==> run_1/placement_by_type.png <==
Scale: 4 px per µm. Fill, decap, tap and diode cells in gray.
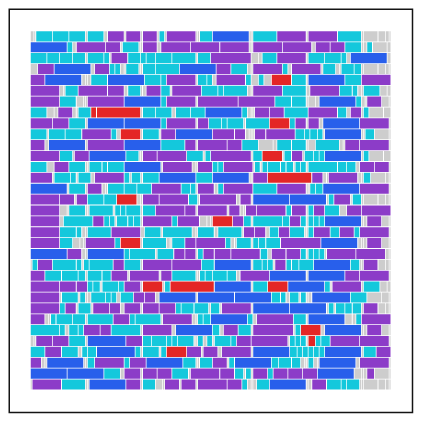
==> run_1/congestion.png <==
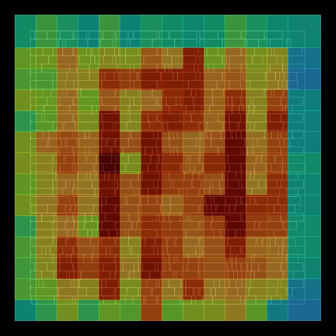
==> run_1/logic_types.png <==
Scale: 4 px per µm.
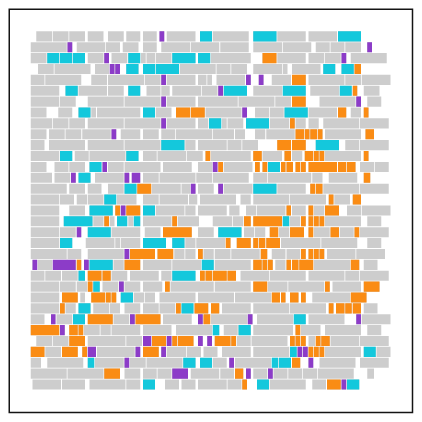
## config.mk

```make
export PLATFORM = sky130hd
export DESIGN_NAME = cache_ctrl_l1
export DESIGN_NICKNAME = d
export VERILOG_FILES = /design/src/rtl/cache_pkg.sv /design/src/rtl/cache_stat_ctr.sv /design/src/rtl/cache_ctrl_l1.sv
export SDC_FILE = /design/constraint.sdc
export NUM_CORES = 1
export LEC_CHECK = 0
export ABC_AREA = 1
export ABC_CLOCK_PERIOD_IN_PS = 1300
export CAP_MARGIN = 20
export CORE_MARGIN = 5
export CORE_UTILIZATION = 39
export CTS_CLUSTER_DIAMETER = 60
export DETAILED_ROUTE_END_ITERATION = 8
export PLACE_DENSITY_LB_ADDON = 0.1
export SLEW_MARGIN = 5
export SYNTH_ARGS = -nofsm -noshare
export SYNTH_HDL_FRONTEND = slang
export SYNTH_HIERARCHICAL = 1
export SYNTH_SLANG_ARGS = --single-unit
```

## constraint.sdc

```tcl
create_clock -name clk -period 1.3 [get_ports clk]
set_input_delay 0.325 -clock clk [delete_from_list [all_inputs] [get_ports clk]]
set_output_delay 0.325 -clock clk [all_outputs]
set_load 0.05 [all_outputs]
```

## src/rtl/cache_pkg.sv

```systemverilog
// Shared L1 cache definitions: default widths, address field
// layout and controller state encoding.
package cache_pkg;

    localparam int CACHE_ADDR_W   = 7;
    localparam int CACHE_DATA_W   = 16;
    localparam int CACHE_OFFSET_W = 1;
    localparam int CACHE_INDEX_W  = 2;
    localparam int CACHE_TAG_W    =
        CACHE_ADDR_W - CACHE_INDEX_W - CACHE_OFFSET_W;

    // Address = {tag, index, offset}
    localparam int CACHE_OFFSET_LSB = 0;
    localparam int CACHE_INDEX_LSB  = CACHE_OFFSET_W;
    localparam int CACHE_TAG_LSB    =
        CACHE_OFFSET_W + CACHE_INDEX_W;

    localparam logic [2:0] ST_IDLE    = 3'd0;
    localparam logic [2:0] ST_LOOKUP  = 3'd1;
    localparam logic [2:0] ST_CHECK   = 3'd2;
    localparam logic [2:0] ST_FILL_RD = 3'd3;
    localparam logic [2:0] ST_FILL_WR = 3'd4;
    localparam logic [2:0] ST_HIT_WR  = 3'd5;
    localparam logic [2:0] ST_MEM_WR  = 3'd6;
    localparam logic [2:0] ST_RESP    = 3'd7;

    typedef enum logic [2:0] {
        S_IDLE    = ST_IDLE,
        S_LOOKUP  = ST_LOOKUP,
        S_CHECK   = ST_CHECK,
        S_FILL_RD = ST_FILL_RD,
        S_FILL_WR = ST_FILL_WR,
        S_HIT_WR  = ST_HIT_WR,
        S_MEM_WR  = ST_MEM_WR,
        S_RESP    = ST_RESP
    } ctrl_state_t;

endpackage

```

## src/rtl/cache_stat_ctr.sv

```systemverilog
// Saturating 16-bit event counter.
// Ports: clk, reset (async active-low), i_inc, o_count.
module cache_stat_ctr (
    input  logic        clk,
    input  logic        reset,
    input  logic        i_inc,
    output logic [15:0] o_count
);

    logic [15:0] r_count;

    always_ff @(posedge clk or negedge reset) begin
        if (!reset) begin
            r_count <= '0;
        end else if (i_inc && (r_count != 16'hFFFF)) begin
            r_count <= r_count + 16'd1;
        end
    end

    assign o_count = r_count;

endmodule

```

## src/rtl/cache_ctrl_l1.sv

```systemverilog
// L1 controller: CPU port <-> cache_l1_2way <-> handshaked memory.
// Reads refill on miss; writes are write-through, no-allocate.
// Ports: clk, reset (async active-low); cpu_req/we/addr/wdata in,
// cpu_ready/rdata out; cache_addr/wren/data out, cache_hit/q in;
// mem_req/we/addr/wdata out, mem_ack/rdata in.
// Optional: CACHE_CTRL_STATS_EN adds stat_hits/stat_misses.
module cache_ctrl_l1
    import cache_pkg::*;
#(
    parameter int ADDR_W   = CACHE_ADDR_W,
    parameter int DATA_W   = CACHE_DATA_W,
    parameter int OFFSET_W = CACHE_OFFSET_W
) (
    input  logic              clk,
    input  logic              reset,
    input  logic              cpu_req,
    input  logic              cpu_we,
    input  logic [ADDR_W-1:0] cpu_addr,
    input  logic [DATA_W-1:0] cpu_wdata,
    output logic              cpu_ready,
    output logic [DATA_W-1:0] cpu_rdata,
    output logic [ADDR_W-1:0] cache_addr,
    output logic              cache_wren,
    output logic [DATA_W-1:0] cache_data,
    input  logic              cache_hit,
    input  logic [DATA_W-1:0] cache_q,
    output logic              mem_req,
    output logic              mem_we,
    output logic [ADDR_W-1:0] mem_addr,
    output logic [DATA_W-1:0] mem_wdata,
    input  logic              mem_ack,
    input  logic [DATA_W-1:0] mem_rdata
`ifdef CACHE_CTRL_STATS_EN
    ,
    output logic [15:0]       stat_hits,
    output logic [15:0]       stat_misses
`endif
);

    localparam logic [OFFSET_W-1:0] K_LAST = '1;

    ctrl_state_t r_state;
    ctrl_state_t w_next;

    logic                r_we;
    logic [ADDR_W-1:0]   r_addr;
    logic [DATA_W-1:0]   r_wdata;
    logic [OFFSET_W-1:0] r_k;
    logic [DATA_W-1:0]   r_fill;
    logic [DATA_W-1:0]   r_rdata;

    logic [ADDR_W-OFFSET_W-1:0] w_line;
    logic [OFFSET_W-1:0]        w_off;
    logic [ADDR_W-1:0]          w_fill_addr;

    assign w_line      = r_addr[ADDR_W-1:OFFSET_W];
    assign w_off       = r_addr[OFFSET_W-1:0];
    assign w_fill_addr = {w_line, r_k};

    always_ff @(posedge clk or negedge reset) begin
        if (!reset) begin
            r_state <= S_IDLE;
        end else begin
            r_state <= w_next;
        end
    end

    always_ff @(posedge clk or negedge reset) begin
        if (!reset) begin
            r_we    <= 1'b0;
            r_addr  <= '0;
            r_wdata <= '0;
            r_k     <= '0;
            r_fill  <= '0;
            r_rdata <= '0;
        end else begin
            case (r_state)
                S_IDLE: begin
                    if (cpu_req) begin
                        r_we    <= cpu_we;
                        r_addr  <= cpu_addr;
                        r_wdata <= cpu_wdata;
                    end
                end
                S_CHECK: begin
                    if (!r_we && cache_hit) begin
                        r_rdata <= cache_q;
                    end
                    if (!r_we && !cache_hit) begin
                        r_k <= '0;
                    end
                end
                S_FILL_RD: begin
                    if (mem_ack) begin
                        r_fill <= mem_rdata;
                    end
                end
                S_FILL_WR: begin
                    // Requested word may sit anywhere in the line
                    if (r_k == w_off) begin
                        r_rdata <= r_fill;
                    end
                    if (r_k != K_LAST) begin
                        r_k <= r_k + OFFSET_W'(1);
                    end
                end
                default: ;
            endcase
        end
    end

    always_comb begin
        w_next     = r_state;
        cpu_ready  = 1'b0;
        cache_addr = '0;
        cache_wren = 1'b0;
        cache_data = '0;
        mem_req    = 1'b0;
        mem_we     = 1'b0;
        mem_addr   = '0;
        mem_wdata  = '0;
        unique case (r_state)
            S_IDLE: begin
                if (cpu_req) begin
                    w_next = S_LOOKUP;
                end
            end
            S_LOOKUP: begin
                cache_addr = r_addr;
                w_next     = S_CHECK;
            end
            S_CHECK: begin
                cache_addr = r_addr;
                unique case ({r_we, cache_hit})
                    2'b01:   w_next = S_RESP;
                    2'b00:   w_next = S_FILL_RD;
                    2'b11:   w_next = S_HIT_WR;
                    default: w_next = S_MEM_WR;
                endcase
            end
            S_FILL_RD: begin
                mem_req  = 1'b1;
                mem_addr = w_fill_addr;
                if (mem_ack) begin
                    w_next = S_FILL_WR;
                end
            end
            S_FILL_WR: begin
                cache_wren = 1'b1;
                cache_addr = w_fill_addr;
                cache_data = r_fill;
                if (r_k == K_LAST) begin
                    w_next = S_RESP;
                end else begin
                    w_next = S_FILL_RD;
                end
            end
            S_HIT_WR: begin
                cache_wren = 1'b1;
                cache_addr = r_addr;
                cache_data = r_wdata;
                w_next     = S_MEM_WR;
            end
            S_MEM_WR: begin
                mem_req   = 1'b1;
                mem_we    = 1'b1;
                mem_addr  = r_addr;
                mem_wdata = r_wdata;
                if (mem_ack) begin
                    w_next = S_RESP;
                end
            end
            S_RESP: begin
                cpu_ready = 1'b1;
                w_next    = S_IDLE;
            end
            default: w_next = S_IDLE;
        endcase
    end

    assign cpu_rdata = r_rdata;

`ifdef CACHE_CTRL_STATS_EN
    logic w_hit_ev;
    logic w_miss_ev;

    assign w_hit_ev  = (r_state == S_CHECK) && cache_hit;
    assign w_miss_ev = (r_state == S_CHECK) && !cache_hit;

    cache_stat_ctr u_hits (
        .clk     (clk),
        .reset   (reset),
        .i_inc   (w_hit_ev),
        .o_count (stat_hits)
    );

    cache_stat_ctr u_misses (
        .clk     (clk),
        .reset   (reset),
        .i_inc   (w_miss_ev),
        .o_count (stat_misses)
    );
`endif

endmodule

```

==> out/qor.yml, run 1 <==
register_share_of_total_power_pct: 15.4
vdd_drop_max_v: 0.00249
main_synth_ff_type: "dfrtp_1"
setup_repair_after_global_routing_missed_its_margin: "true"
worst_path_largest_cell_delay_ns: 0.45
synth.top_cells.by_count: "nand2_1, dfrtp_1, nor2_1"
dr_total_vias: 3937
combPwrFrac_pct: 75.0
post_synth_inst_count: 398
port-buffer-count: 126
p_per_area_mw_per_mm2: 3120
yosys-stat-area_mm2: 0.00319
floorplan.io_pins: 127
remaining_drc_errors: 0
clock_tree_from_tritoncts: "yes"
timing.rr.start: "r_state[0]"
total_switching_power_mw: 11.3
cts.sink_count: 60
place.detailed.hpwl_um: 8400
crit_path_start_kind: "flop"
layout.cells.most_common_list: "buf_12, nand2_1, clkdlybuf4s50_1, dfrtp_1, nor2_4"
maxClockFrequency_mhz: 484
diodes: 0
timing.critical_path.arrival_ns: 1.74
pg_comb_mw: 17.3
min_path_type: "primary input to asynchronous set/reset pin"
failed_checks: "negative setup slack"
tightest_slew_margin_relative_to_the_limit_pct: 77.4
aoi_share_pct: 13.3
setup_slack_ns: -0.766
timing.final.crit_share_pct: 159
finalSetupViolations: 109
insertion_delay_ns: 0.36
cts_made_buffers: 9
run_status: "finished with violations"
netlist_area_before_placement_mm2: 0.00319
placementRows: 33
synth_top_cell_by_count: "nand2_1"
## Picture notes: placement_by_type.png
Key: purple = remaining buffers and delay cells [cells 214]; cyan = combinational and other logic [cells 319]; blue = sequential cells [cells 60]; red = clock drivers and dummy loads [cells 16]
Util after Layout: 91.5%
final instance area: 0.00740 mm²
Core Footprint: 0.00809 mm²

## Picture notes: congestion.png
met1 Track Usage GR: 29.5%
met2 routing resource usage after global routing: 48.1%

## Picture notes: logic_types.png
Key: cyan = aoi and oai cells [cells 67, most used a21oi_2]; orange = nand cells [cells 139, most used nand2_1]; purple = inv cells [cells 52, most used inv_1]
number of standard cells in the final layout excluding fillers: 714
Top cell excl fill/tap: buf_12
Comb area share: 30.2%

-- run 1: per-stage QoR --
stage,worst slack (ns),power (mW),hold WS [ns],setup TNS (ns),area [µm²]
2_1_floorplan,-0.346,11.0,0.0294,-14.41,3610
3_3_place_gp,-0.379,16.7,0.358,-22.67,5880
3_5_place_dp,-0.432,16.9,0.364,-25.76,5880
4_1_cts,-0.698,21.0,0.508,-44.07,6770
5_1_grt,-0.788,23.7,0.518,-55.50,7400
6_report,-0.766,23.1,0.514,-51.77,7400
-- run 1: metal layers --
metal,track usage [%],wire length (µm),up-vias
met4,13.0,827,0
met1,29.5,6100,1962
met3,6.95,1200,61
met5,0,0,-
li1,-,-,1672
met2,48.1,8700,242
-- run 1: worst max path at each step --
stage | start | end | slack, ns | depth (start not counted)
floorplan | r_state[0] | mem_addr[1] | -0.35 | 6
global placement | r_state[1] | cache_addr[1] | -0.38 | 8
detailed placement | r_state[1] | cache_addr[3] | -0.43 | 8
CTS | r_state[1] | cache_data[13] | -0.70 | 6
global route | r_state[0] | cache_addr[5] | -0.79 | 8
finish | r_state[0] | cache_addr[5] | -0.77 | 8
-- run 1: critical path: cells and delay by family, from the launching register on --
family | cells | cell delay (ns)
buffers and inverters | 4 | 0.54
flip-flops | 1 | 0.45
AND/OR/NAND/NOR | 4 | 0.37
-- run 1: final cells by class --
cell class | count | area [µm²]
inverter | 52 | 223
clock inverter | 4 | 95.1
sequential | 60 | 1510
timing repair buffer | 214 | 3060
fill | 275 | 692
clock buffer | 12 | 155
multi-input combinational | 267 | 2230
tap | 105 | 131
-- run 1: flip-flops by register name, summed over array words and instances, names as in the netlist --
signal     count
r_fill        16
r_we           1
cpu_rdata     16
r_k            1
r_state        3
r_addr         7
r_wdata       16
## Run 2: what changed since run 1
--- a/config.mk
+++ b/config.mk
@@ -18,3 +18,4 @@
 export SYNTH_HDL_FRONTEND = slang
 export SYNTH_HIERARCHICAL = 1
 export SYNTH_SLANG_ARGS = --single-unit
+export TNS_END_PERCENT = 20
==> run_2/logic_types.png <==
Scale: 4 px per µm.
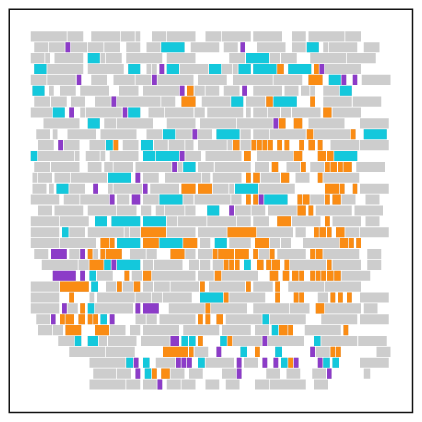
Key: orange = nand cells [cells 138, most used nand2_1]; purple = inv cells [cells 52, most used inv_1, where widely spread]; cyan = aoi and oai cells [cells 67, most used a21oi_2]
Comb area share: 28.8%
number of standard cells in the final layout excluding fillers: 689
Top cell excl fill/tap: nand2_1

==> out/qor.yml, run 2 <==
power_mw: 20.4  # was 23.1 mW
layout.area.seq_mm2: 0.00150  # was 0.00151 mm²
failed_checks: "negative setup slack"  # unchanged
run_status: "finished with violations"  # unchanged
placeableCoreArea_mm2: 0.00809  # unchanged
tns_ns: -43.48  # was -51.77 ns
busiest_layer: "met2"  # unchanged
final.hold.worst_slack_ns: 0.517  # was 0.514 ns
placement.setup.worst_slack_ns: -0.441  # was -0.432 ns
synth.top_cells.by_count: "nand2_1, dfrtp_1, nor2_1"  # unchanged
post_synth_inst_count: 398  # unchanged
register_share_of_total_power_pct: 16.9  # was 15.4%
use_met1_pct: 29.1  # was 29.5%
timing.rr.start: "r_state[0]"  # unchanged
met2_usage_pct: 43.2  # was 48.1%
min_path_type: "primary input to asynchronous set/reset pin"  # unchanged
yosys-stat-area_mm2: 0.00319  # unchanged
cts.sink_count: 60  # unchanged
setup_slack_ns: -0.741  # was -0.766 ns
diodes: 0  # unchanged
maxClockFrequency_mhz: 490  # was 484 MHz
met2_wire_length_um: 6650  # was 8700 µm
endpoint: "cache_data[2]"  # was cache_addr[5]
placementRows: 33  # unchanged
floorplan.io_pins: 127  # unchanged
layout.cells.most_common_list: "nand2_1, buf_12, clkdlybuf4s50_1, dfrtp_1, inv_1"  # was buf_12, nand2_1, clkdlybuf4s50_1, dfrtp_1, nor2_4
setup_repair_after_global_routing_missed_its_margin: "true"  # unchanged
port-buffer-count: 126  # unchanged
dr_total_vias: 3429  # was 3937
netlist_area_before_placement_mm2: 0.00319  # unchanged
finalSetupViolations: 100  # was 109
finalInstanceArea_mm2: 0.00657  # was 0.00740 mm²
-- run 2: cell counts after synthesis --
Identical to the previous run, type by type.
-- run 2: final cells by class --
cell class	count	area share (%)
inverters	52	3.46
clock inverters	7	1.54
clock buffers	9	1.88
multi-input cells	266	28.8
well taps	105	2.00
flip-flops and latches	60	22.9
repair buffers	190	39.4
-- run 2: timing repair --
action	in CTS	in global routing
hold buffers	1	0
setup buffers	4	3
gates resized	84	8
pin swaps	14	5
setup endpoints to repair	109	114
hold endpoints to repair	60	0
gates cloned	1	1
-- run 2: cells by family after synthesis --
group	after synthesis
AND/OR/NAND/NOR	199
buffers and inverters	72
AND-OR/OR-AND	67
flip-flops	60
-- run 2: critical path, stage by stage, from the launching register on --
cell and delay (ns):
dfrtp_2 0.47, buf_6 0.15, inv_4 0.06, nand3_4 0.15
buf_4 0.19, o21ai_4 0.17, buf_12 0.16
-- run 2: power by group through the flow --
stage	logic, mW	clock network [mW]	registers (mW)
final	15.1	1.92	3.45
after global routing	15.8	2.02	3.50
after CTS	14.7	1.95	3.40
after detailed placement	13.6	0	3.40
after global placement	13.5	0	3.38
after floorplan	7.10	0	3.84
-- run 2: worst min-delay path by stage --
stage	start	to	slack (ns)	cells past startpoint
2_1_floorplan	reset	cpu_rdata[0]	0.03	0
3_3_place_gp	reset	r_fill[9]	0.36	2
3_5_place_dp	reset	r_fill[6]	0.36	2
4_1_cts	mem_rdata[6]	r_fill[6]	0.51	3
5_1_grt	mem_rdata[6]	r_fill[6]	0.51	3
6_report	reset	r_fill[6]	0.52	3
Power figures rest on the tool's default switching activity, not on a simulated workload.
